File: config.mk
export PLATFORM = sky130hd
export DESIGN_NAME = aes_128_keyram_sched
export DESIGN_NICKNAME = d
export VERILOG_FILES = /design/src/rtl/aes_128_pkg.sv /design/src/rtl/aes_128_keyram_sched.sv
export SDC_FILE = /design/constraint.sdc
export NUM_CORES = 1
export LEC_CHECK = 0
export CORE_ASPECT_RATIO = 1.4
export CORE_MARGIN = 5
export CORE_UTILIZATION = 35
export CTS_CLUSTER_DIAMETER = 50
export CTS_CLUSTER_SIZE = 40
export DETAILED_ROUTE_END_ITERATION = 6
export PLACE_DENSITY = 0.67
export SLEW_MARGIN = 15
export SYNTH_ARGS = -nofsm -noshare
export SYNTH_HDL_FRONTEND = slang
export SYNTH_SLANG_ARGS = --single-unit
File: constraint.sdc
create_clock -name clk -period 5.2 [get_ports clk]
set_input_delay 1.04 -clock clk [delete_from_list [all_inputs] [get_ports clk]]
set_output_delay 1.04 -clock clk [all_outputs]
set_load 0.01 [all_outputs]
File: src/rtl/aes_128_pkg.sv
// Shared constants and FSM encoding for the AES-128 round-key RAM scheduler.
package aes_128_pkg;

   localparam int NUM_ROUNDS = 11;
   localparam int LENGTH_RAM = 22;
   localparam int ADDR_W     = 5;

   // Highest legal round index; anything above is refused with err.
   localparam logic [3:0] MAX_ROUND = 4'(NUM_ROUNDS - 1);

   typedef enum logic [2:0] {
      IDLE    = 3'd0,
      WR_LO   = 3'd1,
      WR_HI   = 3'd2,
      RD_LO   = 3'd3,
      RD_HI   = 3'd4,
      RD_DONE = 3'd5
   } state_t;

   // Each round key occupies two consecutive 64-bit words: even = low half, odd = high half.
   function automatic logic [ADDR_W-1:0] word_addr(input logic [3:0] round, input logic hi);
      return {round, hi};
   endfunction

endpackage

File: src/rtl/aes_128_keyram_sched.sv
// Round-key RAM owner: writes expanded keys as two 64-bit words, serves
// 128-bit fetches once all rounds are loaded. Writes win over reads.
module aes_128_keyram_sched
   import aes_128_pkg::*;
(
   input  logic              clk,
   input  logic              kill_n,
   input  logic              kexp_valid,
   input  logic [3:0]        kexp_round,
   input  logic [127:0]      kexp_key,
   output logic              kexp_ready,
   input  logic              flush,
   input  logic              rd_req,
   input  logic [3:0]        rd_round,
   output logic              rd_ready,
   output logic              rd_valid,
   output logic [127:0]      rd_key,
   output logic              err,
   output logic              keys_ready,
   output logic              ram_en,
   output logic              ram_we,
   output logic [ADDR_W-1:0] ram_addr,
   output logic [63:0]       ram_din,
   input  logic [63:0]       ram_dout
);

   state_t                 state_q, state_d;
   logic [3:0]             round_q, round_d;
   logic [127:0]           key_q, key_d;
   logic [63:0]            lo_buf_q, lo_buf_d;
   logic [127:0]           rd_key_q, rd_key_d;
   logic                   rd_valid_q, rd_valid_d;
   logic                   err_q, err_d;
   logic [NUM_ROUNDS-1:0]  valid_map_q, valid_map_d;

   assign kexp_ready = (state_q == IDLE);
   assign keys_ready = &valid_map_q;
   assign rd_ready   = (state_q == IDLE) & ~kexp_valid & keys_ready;
   assign rd_valid   = rd_valid_q;
   assign rd_key     = rd_key_q;
   assign err        = err_q;

   // Next-state, handshake acceptance and valid-map bookkeeping.
   always_comb begin
      state_d     = state_q;
      round_d     = round_q;
      key_d       = key_q;
      lo_buf_d    = lo_buf_q;
      rd_key_d    = rd_key_q;
      rd_valid_d  = 1'b0;
      err_d       = 1'b0;
      valid_map_d = valid_map_q;
      case (state_q)
         IDLE: begin
            if (kexp_valid) begin
               if (kexp_round > MAX_ROUND) begin
                  err_d = 1'b1;
               end else begin
                  round_d = kexp_round;
                  key_d   = kexp_key;
                  state_d = WR_LO;
                  // Round 0 marks the start of a fresh key schedule.
                  if (kexp_round == 4'd0) valid_map_d = '0;
               end
            end else if (rd_req && rd_ready) begin
               if (rd_round > MAX_ROUND) begin
                  err_d = 1'b1;
               end else begin
                  round_d = rd_round;
                  state_d = RD_LO;
               end
            end
         end
         WR_LO:   state_d = WR_HI;
         WR_HI: begin
            valid_map_d[round_q] = 1'b1;
            state_d              = IDLE;
         end
         RD_LO:   state_d = RD_HI;
         RD_HI: begin
            // ram_dout now carries the even (low) word addressed in RD_LO.
            lo_buf_d = ram_dout;
            state_d  = RD_DONE;
         end
         RD_DONE: begin
            rd_key_d   = {ram_dout, lo_buf_q};
            rd_valid_d = 1'b1;
            state_d    = IDLE;
         end
         default: state_d = IDLE;
      endcase
      // Flush wins over any bit being set by a completing write.
      if (flush) valid_map_d = '0;
   end

   // RAM port is a pure decode of the registered state so the address lines
   // line up with the one-cycle RAM read latency.
   always_comb begin
      ram_en   = 1'b0;
      ram_we   = 1'b0;
      ram_addr = '0;
      ram_din  = '0;
      case (state_q)
         WR_LO: begin
            ram_en   = 1'b1;
            ram_we   = 1'b1;
            ram_addr = word_addr(round_q, 1'b0);
            ram_din  = key_q[63:0];
         end
         WR_HI: begin
            ram_en   = 1'b1;
            ram_we   = 1'b1;
            ram_addr = word_addr(round_q, 1'b1);
            ram_din  = key_q[127:64];
         end
         RD_LO: begin
            ram_en   = 1'b1;
            ram_addr = word_addr(round_q, 1'b0);
         end
         RD_HI: begin
            ram_en   = 1'b1;
            ram_addr = word_addr(round_q, 1'b1);
         end
         default: ;
      endcase
   end

   // State registers; kill_n abandons any partial transfer immediately.
   always_ff @(posedge clk or negedge kill_n) begin
      if (!kill_n) begin
         state_q     <= IDLE;
         round_q     <= '0;
         key_q       <= '0;
         lo_buf_q    <= '0;
         rd_key_q    <= '0;
         rd_valid_q  <= 1'b0;
         err_q       <= 1'b0;
         valid_map_q <= '0;
      end else begin
         state_q     <= state_d;
         round_q     <= round_d;
         key_q       <= key_d;
         lo_buf_q    <= lo_buf_d;
         rd_key_q    <= rd_key_d;
         rd_valid_q  <= rd_valid_d;
         err_q       <= err_d;
         valid_map_q <= valid_map_d;
      end
   end

endmodule

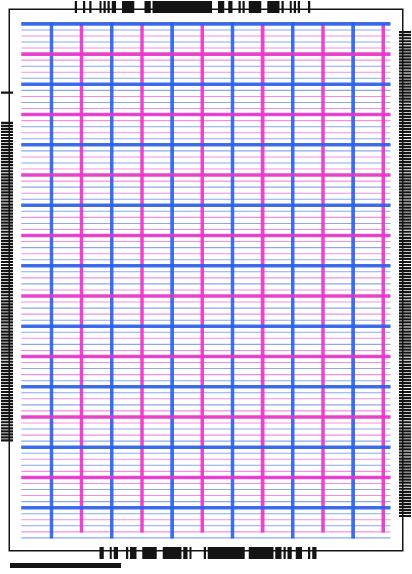
Figure 1: run 1, supply network.
Bar = 50 µm. Pins as bars on the die edge.
Key: magenta = VDD; blue = VSS
17 straps on met5. 409 signal pins sit on the boundary.

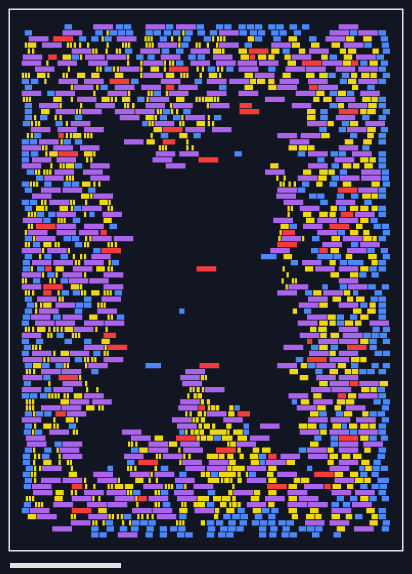
Figure 2: run 1, cells coloured by class.
Bar = 50 µm.
Key: yellow = all other logic [cells 717, share of their area 25%]; blue = other buffers and delay cells [cells 427, share of their area 23%]; red = clock drivers and dummy loads [cells 54, share of their area 5.5%]; purple = flip-flops [cells 340, share of their area 46%]
FP Rows: 85
post-route cell area: 19,200 µm²
floorplan core area: 38,400 µm²
Seq area share: 44.4%
fin util: 49.9%

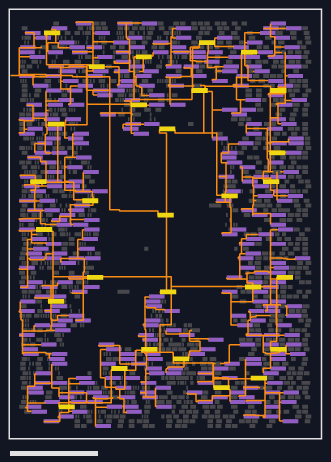
Figure 3: run 1, clock wires, drivers and flops.
Bar = 50 µm.
Key: orange = clock wires [length 4,180 µm]; purple = flip-flops [count 340]; yellow = cells driving clock nets [count 29]
There are 30 routed clock nets. Position of the flops: all over the die.
Worst Skew: 0.0202 ns
Insertion Delay late pin: 0.58 ns
clock share of power: 19.2%
Power Clock: 0.00229 W

==> run 1: layer usage <==
| layer | vias up | share of wire [%] | track usage, % |
|---|---|---|---|
| li1 | 4537 | - | - |
| met1 | 4720 | 41 | 21.0 |
| met2 | 350 | 48 | 27.6 |
| met3 | 45 | 9.0 | 4.93 |
| met4 | 0 | 1.8 | 3.73 |
| met5 | - | 0 | 0 |
==> run 1: power by group <==
part | total (W) | internal, W | switching [W]
logic | 0.00498 | 0.00288 | 0.00211
clock network | 0.00229 | 0.00114 | 0.00115
registers | 0.00463 | 0.00393 | 0.000707
==> run 1: worst max-delay path: stages (launching register included) <==
cell and delay (ns):
dfrtp_1 0.50, nor3b_2 0.31, buf_4 0.66, a22o_1 0.26, clkdlybuf4s50_1 0.59
==> run 1: flip-flops by register name, summed over array words and instances (netlist names) <==
signal and cells:
key_q 128, rd_key 128, lo_buf_q 64, valid_map_q 11
round_q 4, state_q 3, err 1, rd_valid 1
==> run 1: cell families (layout without fill, tap and decap cells) <==
kind of cell | after synthesis | count (layout) | share of synthesized area [%]
AOI/OAI and AO/OA | 84 | 84 | 5.13
xor gates and xnor gates | 1 | 1 | 0.0646
buffers and inverters | 69 | 484 | 2.74
DFF | 340 | 340 | 62.8
muxes | 199 | 199 | 16.6
other | 0 | 1 | 0
and+or+nand+nor | 430 | 430 | 12.7
==> run 1: worst max path at each step <==
stage          slack [ns]                    from                     to
6_report             1.21  state_q[2]$_DFFE_PN0P_            ram_din[57]
5_1_grt              1.02  state_q[2]$_DFFE_PN0P_            ram_din[57]
4_1_cts              1.16  state_q[2]$_DFFE_PN0P_            ram_din[56]
3_5_place_dp         1.54              kexp_valid  key_q[90]$_DFFE_PN0P_
3_3_place_gp         1.52              kexp_valid  key_q[90]$_DFFE_PN0P_
2_1_floorplan        2.63  state_q[2]$_DFFE_PN0P_             ram_din[0]
==> run 1: cells in the final DEF, fill, tap and decap left out, drive strengths merged, types with 5 or more instances in the layout <==
cell type	n
a21oi	11
a22o	64
and2	5
buf	20
clkbuf	31
clkdlybuf4s50	407
clkinv	5
dfrtp	340
inv	18
mux2	199
nand2	387
nor2	14
==> run 1: per-stage QoR <==
step / total power, W / area (µm²) / util, % / worst slack (ns)
final: 0.0119 / 19200 / 49.9 / 1.21
after global routing: 0.0127 / 19200 / 49.9 / 1.02
after CTS: 0.0121 / 19200 / 49.9 / 1.16
after detailed placement: 0.00974 / 18200 / 47.3 / 1.54
after global placement: 0.00960 / 18200 / 47.3 / 1.52
after floorplan: 0.00718 / 13600 / - / 2.63
==> run 1: cell type report <==
class                   instances  area (µm²)
diodes                          1        2.50
clock buffers                  31         753
clock inverters                23         265
fillers                      3405       19200
inverters                       3        13.8
multi-input cells             714        4700
flip-flops and latches        340        8510
well taps                     522         653
repair buffers                427        4280
==> out/qor.yml, run 1 <==
worst_ep_required_time_ns: 4.16
nets: 1720
ant_nets: 0
synth.area.top_cells: "dfrtp_1 63%, mux2_2 16%, nand2_1 11%"
grt_pass1_wl_mm: 57.6
setup_violations: 0
fin_setup_tns_ns: 0
yosysTopAreaCell: "dfrtp_1"
synthCells: 1123
reg2reg_to: "key_q[90]$_DFFE_PN0P_"
drt-vias-per-instance: 4.68
ys_top_cells_by_count: "387 x nand2_1, 340 x dfrtp_1, 195 x mux2_2"
synth_top_cell_by_count: "nand2_1"
status: "complete, no violations"
rsz0062_at_grt: "false"
worst_slew_pin_slew_ns: 1.18
syn-num-nets: 1328
die_h_um: 243
clkSlewWorstSetupHoldPaths_ns: 0.07
final-max-slew-violation-count: 0
tritoncts.num_buffers: 29
ys_warn_count: 0
clock-root-buffer: "clkbuf_16"
rrSetupSlack_ns: 2.61
antenna_found_initial: 1
synth-edff-count: 0
postCtsSetupBuffers: 0
cts.sinks: 340
worst_r2r_path_depth: 4
cts_tree: "built"
dr.pass1.iters: 4
cts.htree.levels: 1
criticalPathCategory: "reg -> out"
end_kind: "output port"
dieArea_um2: 42800
fin_crit_ns: 3.99
dp_hpwl_mm: 25.5
ff_type: "dfrtp_1"
wl_per_cell_um: 17.7
gp_congestion: 0.814
routed_wl_mm: 36.4
cap_violations: 0
fin_cells: 2061
globalRoute.totalOverflow: 0
slew_headroom_pct: 21.5
drive_gt1_share_pct: 18.5
finalHoldViolations: 0
ys_types: 36
num_vias: 9652
grt_pass1_vias: 10200
dp.cells: 2006
critPathMaxFanout: 66
warnings: 32
area_growth_pct: 41.4
p_leak_nw: 8.53
io_pins: 409
==> run 2, diff against run 1 <==
clock period = 3.9 ns   (was 5.2 ns; I/O delays follow)
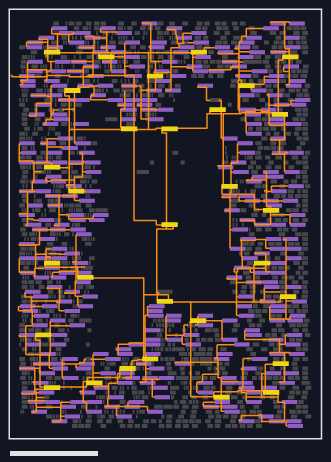
Figure 4: run 2, clock wires, drivers and flops.
Bar = 50 µm.
Key: orange = clock wires [length 4,170 µm]; yellow = cells driving clock nets [count 30]; purple = flip-flops [count 340]
Position of the flops: all over the die.
clock share of power: 20.1%
Worst Skew: 0.0220 ns

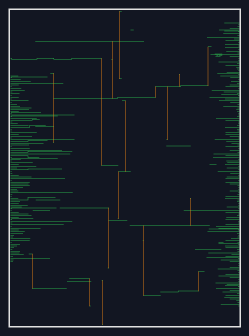
Figure 5: run 2, signal wires by layer.
Only two layers are drawn.
Key: orange = met4 [wire length 627 µm]; green = met3 [wire length 3,340 µm]

==> out/qor.yml, run 2 <==
status: "complete, no violations"  # unchanged
cts_tree: "built"  # unchanged
rsz0062_at_grt: "false"  # unchanged
grt_pass1_wl_mm: 57.1  # was 57.6 mm
ant_nets: 0  # unchanged
syn-num-nets: 1328  # unchanged
fin_setup_tns_ns: 0  # unchanged
synthCells: 1123  # unchanged
clock-root-buffer: "clkbuf_16"  # unchanged
ff_type: "dfrtp_1"  # unchanged
ys_top_cells_by_count: "387 x nand2_1, 340 x dfrtp_1, 195 x mux2_2"  # unchanged
finalHoldViolations: 0  # unchanged
dieArea_um2: 42800  # unchanged
dp_slack_ns: 0.780  # was 1.54 ns
tritoncts.num_buffers: 30  # was 29
gp_congestion: 0.784  # was 0.814
use_met1_pct: 21.0  # about the same
yosysTopAreaCell: "dfrtp_1"  # unchanged
drt-vias-per-instance: 4.68  # about the same
crit_chain: "nor3b_2, buf_12, a22o_1, clkdlybuf4s50_1"  # was nor3b_2, buf_4, a22o_1, clkdlybuf4s50_1
routed_wl_mm: 36.4  # about the same
grt_pass1_vias: 10200  # about the same
postCtsSetupBuffers: 0  # unchanged
globalRoute.totalOverflow: 0  # unchanged
rows: 85  # unchanged
p_leak_nw: 8.57  # was 8.53 nW
fin_crit_ns: 3.38
busiest_layer: "met2"  # unchanged
cp_top_family: "buffers and inverters"  # unchanged
slowest_delay_ns: 0.58  # was 0.66 ns
worstSkewPairLatency_ns: 0.58  # about the same
p_sw_w: 0.00527  # was 0.00396 W
clkSlewWorstSetupHoldPaths_ns: 0.08  # was 0.07 ns
synth-edff-count: 0  # unchanged
worst_ep_required_time_ns: 3.12  # was 4.16 ns
critPathMaxFanout: 69  # was 66
[run 2: cell count changes in the layout (fill, tap and decap cells not counted), moves of 3 or more]
cell    delta
buf_12     +3
inv_12     -3
inv_6      +3
buf_4      -3
inv_8      -5
[run 2: cell type report]
class	count	area, µm²	share of cell area (%)
flip-flops and latches	340	8510	44.1
inverters	3	13.8	0.0713
clock inverters	25	323	1.67
diodes	2	5.00	0.0259
clock buffers	31	776	4.02
well taps	522	653	3.38
multi-input cells	714	4700	24.3
repair buffers	427	4320	22.4
[run 2: cell families after synthesis]
logic type             Yosys count  synth area share [%]
AND-OR/OR-AND                   84                  5.13
XOR/XNOR                         1                0.0646
buffers and inverters           69                  2.74
flip-flops                     340                  62.8
multiplexers                   199                  16.6
AND/OR/NAND/NOR                430                  12.7
[run 2: through the flow]
step	hold WS, ns	utilization (%)	cell area (µm²)	total power (W)	std cells
after floorplan	0.435	-	13600	0.00957	1123
after global placement	0.443	47.4	18200	0.0128	2006
after detailed placement	0.447	47.4	18200	0.0129	2006
after CTS	0.241	50.2	19300	0.0163	2062
after global routing	0.272	50.3	19300	0.0171	2064
final	0.238	50.3	19300	0.0160	2064
[run 2: power by group through the flow]
stage | logic (W) | registers [W] | clock network, W
after floorplan | 0.00326 | 0.00631 | 0
after global placement | 0.00662 | 0.00615 | 0
after global routing | 0.00721 | 0.00638 | 0.00346
after detailed placement | 0.00673 | 0.00622 | 0
after CTS | 0.00676 | 0.00617 | 0.00334
final | 0.00665 | 0.00615 | 0.00322
[run 2: metal layers]
layer / wire length (µm) / part of all wire (%) / vias to the layer above
met1: 14900 / 41 / 4754
met4: 626 / 1.7 / 0
met3: 3340 / 9.2 / 39
met5: 0 / 0 / -
li1: - / - / 4539
met2: 17500 / 48 / 331
[run 2: worst paths after layout]
path / from / end / slack, ns / depth (start not counted)
hold / removal: kill_n / key_q[82]$_DFFE_PN0P_ / 0.24 / 1
setup reg to reg: state_q[2]$_DFFE_PN0P_ / rd_key[43]$_DFFE_PN0P_ / 1.45 / 5
setup / recovery: state_q[2]$_DFFE_PN0P_ / ram_din[56] / 0.52 / 4
max in group asynchronous: kill_n / key_q[85]$_DFFE_PN0P_ / 2.80 / 2
hold reg to reg: lo_buf_q[29]$_DFFE_PN0P_ / rd_key[29]$_DFFE_PN0P_ / 0.46 / 2
min in group clk: lo_buf_q[29]$_DFFE_PN0P_ / rd_key[29]$_DFFE_PN0P_ / 0.46 / 2
==> run 3, diff against run 2 <==
CORE_UTILIZATION = 47   (was 35)
PLACE_DENSITY = 0.84   (was 0.67)
SLEW_MARGIN = 20   (was 15)
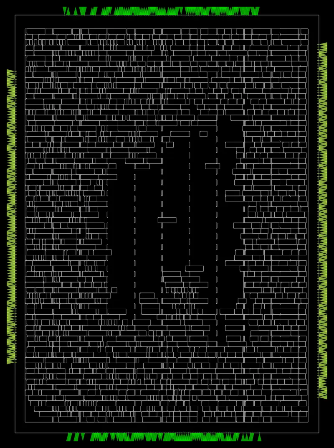
Figure 6: run 3, cell outlines without signal wires.
fin util: 66.9%
n_taps: 375

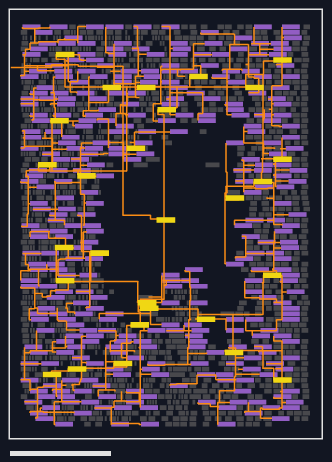
Figure 7: run 3, clock wires, drivers and flops.
Bar = 50 µm.
Key: orange = clock wires [length 3,810 µm]; yellow = cells driving clock nets [count 28]; purple = flip-flops [count 340]
Position of the flops: all over the die. There are 29 routed clock nets.
Worst Skew: 0.0129 ns
Power Clock: 0.00299 W
Insertion Delay late pin: 0.55 ns
clock share of power: 18.8%

==> out/qor.yml, run 3 <==
status: "complete, no violations"  # unchanged
grt_pass1_vias: 10600  # was 10,200
final_common_cell: "clkdlybuf4s50_1"  # unchanged
warnings: 26  # unchanged
dieArea_um2: 32400  # was 42,800 µm²
antenna_found_initial: 0  # was 2
ys_warn_count: 0  # unchanged
rows: 73  # was 85
core_area_um2: 28400  # was 38,400 µm²
cts.sinks: 340  # unchanged
yosysTopAreaCell: "dfrtp_1"  # unchanged
num_vias: 9734  # was 9,663
cp_slowest_cell: "clkdlybuf4s50_1"  # unchanged
dp_hpwl_mm: 25.0  # was 25.2 mm
fin_crit_ns: 3.34  # was 3.38 ns
criticalPathCategory: "reg -> out"  # unchanged
cts_tree: "built"  # unchanged
final_area_um2: 19000  # was 19,300 µm²
slew_headroom_pct: 32.8  # was 46.6%
worst_ep_required_time_ns: 3.12  # about the same
n_fill_cell: 2026  # was 3,466
finalHoldViolations: 0  # unchanged
gp_congestion: 0.845  # was 0.784
ys_types: 36  # unchanged
intPower_w: 0.0106  # was 0.0108 W
lay_top_cells: "407 x clkdlybuf4s50_1, 387 x nand2_1, 340 x dfrtp_1, 195 x mux2_2, 64 x a22o_1"  # unchanged
p_seq_share_pct: 39.0  # was 38.4%
wl_per_cell_um: 18.7  # was 17.6 µm
grt_pass1_wl_mm: 56.3  # was 57.1 mm
ff_type: "dfrtp_1"  # unchanged
p_sw_w: 0.00528  # was 0.00527 W
worst_slew_pin_slew_ns: 1.01  # was 0.802 ns
drive_gt1_share_pct: 18.2  # was 18.6%
rsz0062_at_grt: "false"  # unchanged
postCtsSetupBuffers: 0  # unchanged
tritoncts.num_buffers: 28  # was 30
routed_wl_mm: 35.8  # was 36.4 mm
cap_violations: 0  # unchanged
critPathMaxFanout: 68  # was 69
final-max-slew-violation-count: 0  # unchanged
clock-root-buffer: "clkbuf_16"  # unchanged
slowest_delay_ns: 0.55  # was 0.58 ns
dr.pass1.iters: 4  # unchanged
ys_top_cells_by_count: "387 x nand2_1, 340 x dfrtp_1, 195 x mux2_2"  # unchanged
whs_ns: 0.212  # was 0.238 ns
end_kind: "output port"  # unchanged
r2r-start: "state_q[1]$_DFFE_PN0P_"  # was state_q[2]$_DFFE_PN0P_
dp.cells: 1856  # was 2,006
ant_nets: 0  # unchanged
globalRoute.totalOverflow: 0  # unchanged
crit_chain: "nor3b_2, buf_12, a22o_1, clkdlybuf4s50_1"  # unchanged
n_antenna_cell: 0  # was 2
run 3: cell counts after synthesis:
Identical to the previous run, type by type.
run 3: layout make-up:
| cell class | instances | area, µm² | share of cell area (%) |
|---|---|---|---|
| sequential | 340 | 8510 | 44.8 |
| timing repair buffer | 424 | 4310 | 22.7 |
| clock inverter | 21 | 249 | 1.31 |
| multi-input combinational | 714 | 4700 | 24.7 |
| clock buffer | 31 | 753 | 3.96 |
| inverter | 3 | 13.8 | 0.0724 |
| tap | 375 | 469 | 2.47 |
run 3: through the flow:
step | utilization [%] | setup slack (ns)
finish | 66.9 | 0.559
global route | 66.9 | 0.448
CTS | 66.9 | 0.519
detailed placement | 63.4 | 0.763
global placement | 63.4 | 0.805
floorplan | - | 1.59
run 3: logic make-up after synthesis:
kind of cell | count (synthesis) | share of synthesized area [%]
AOI/OAI and AO/OA | 84 | 5.13
xor gates and xnor gates | 1 | 0.0646
buffers and inverters | 69 | 2.74
DFF | 340 | 62.8
muxes | 199 | 16.6
and+or+nand+nor | 430 | 12.7
run 3: final timing paths:
check	to	cells past startpoint	slack, ns
worst max-delay path	ram_din[48]	4	0.56
worst min-delay path	rd_key[109]$_DFFE_PN0P_	1	0.21
worst max register to register	key_q[48]$_DFFE_PN0P_	5	1.63
worst min register to register	rd_key[15]$_DFFE_PN0P_	2	0.47
max in group asynchronous	rd_key[21]$_DFFE_PN0P_	2	2.86
min in group clk	rd_key[15]$_DFFE_PN0P_	2	0.47
run 3: worst max-delay path, delay by kind of cell, from the launching register on:
| family | cells | cell delay (ns) |
|---|---|---|
| flip-flops | 1 | 0.50 |
| AND-OR/OR-AND | 1 | 0.26 |
| AND/OR/NAND/NOR | 1 | 0.30 |
| buffers and inverters | 2 | 0.89 |
run 3: layer usage:
metal  global-route usage (%)  vias up  wire length, µm  share of wire [%]
met5                        0        -                0                  0
met4                     6.28        0              980                2.7
met3                     7.05       58             3120                8.7
met2                     37.5      345            18300                 51
met1                     24.9     4811            13400                 37
li1                         -     4520                -                  -
run 3: power by group through the flow:
stage	clock (W)	sequential, W	combinational [W]
2_1_floorplan	0	0.00631	0.00326
3_3_place_gp	0	0.00613	0.00654
3_5_place_dp	0	0.00624	0.00674
4_1_cts	0.00307	0.00619	0.00678
5_1_grt	0.00320	0.00639	0.00718
6_report	0.00299	0.00618	0.00669
Power figures rest on the tool's default switching activity, not on a simulated workload.
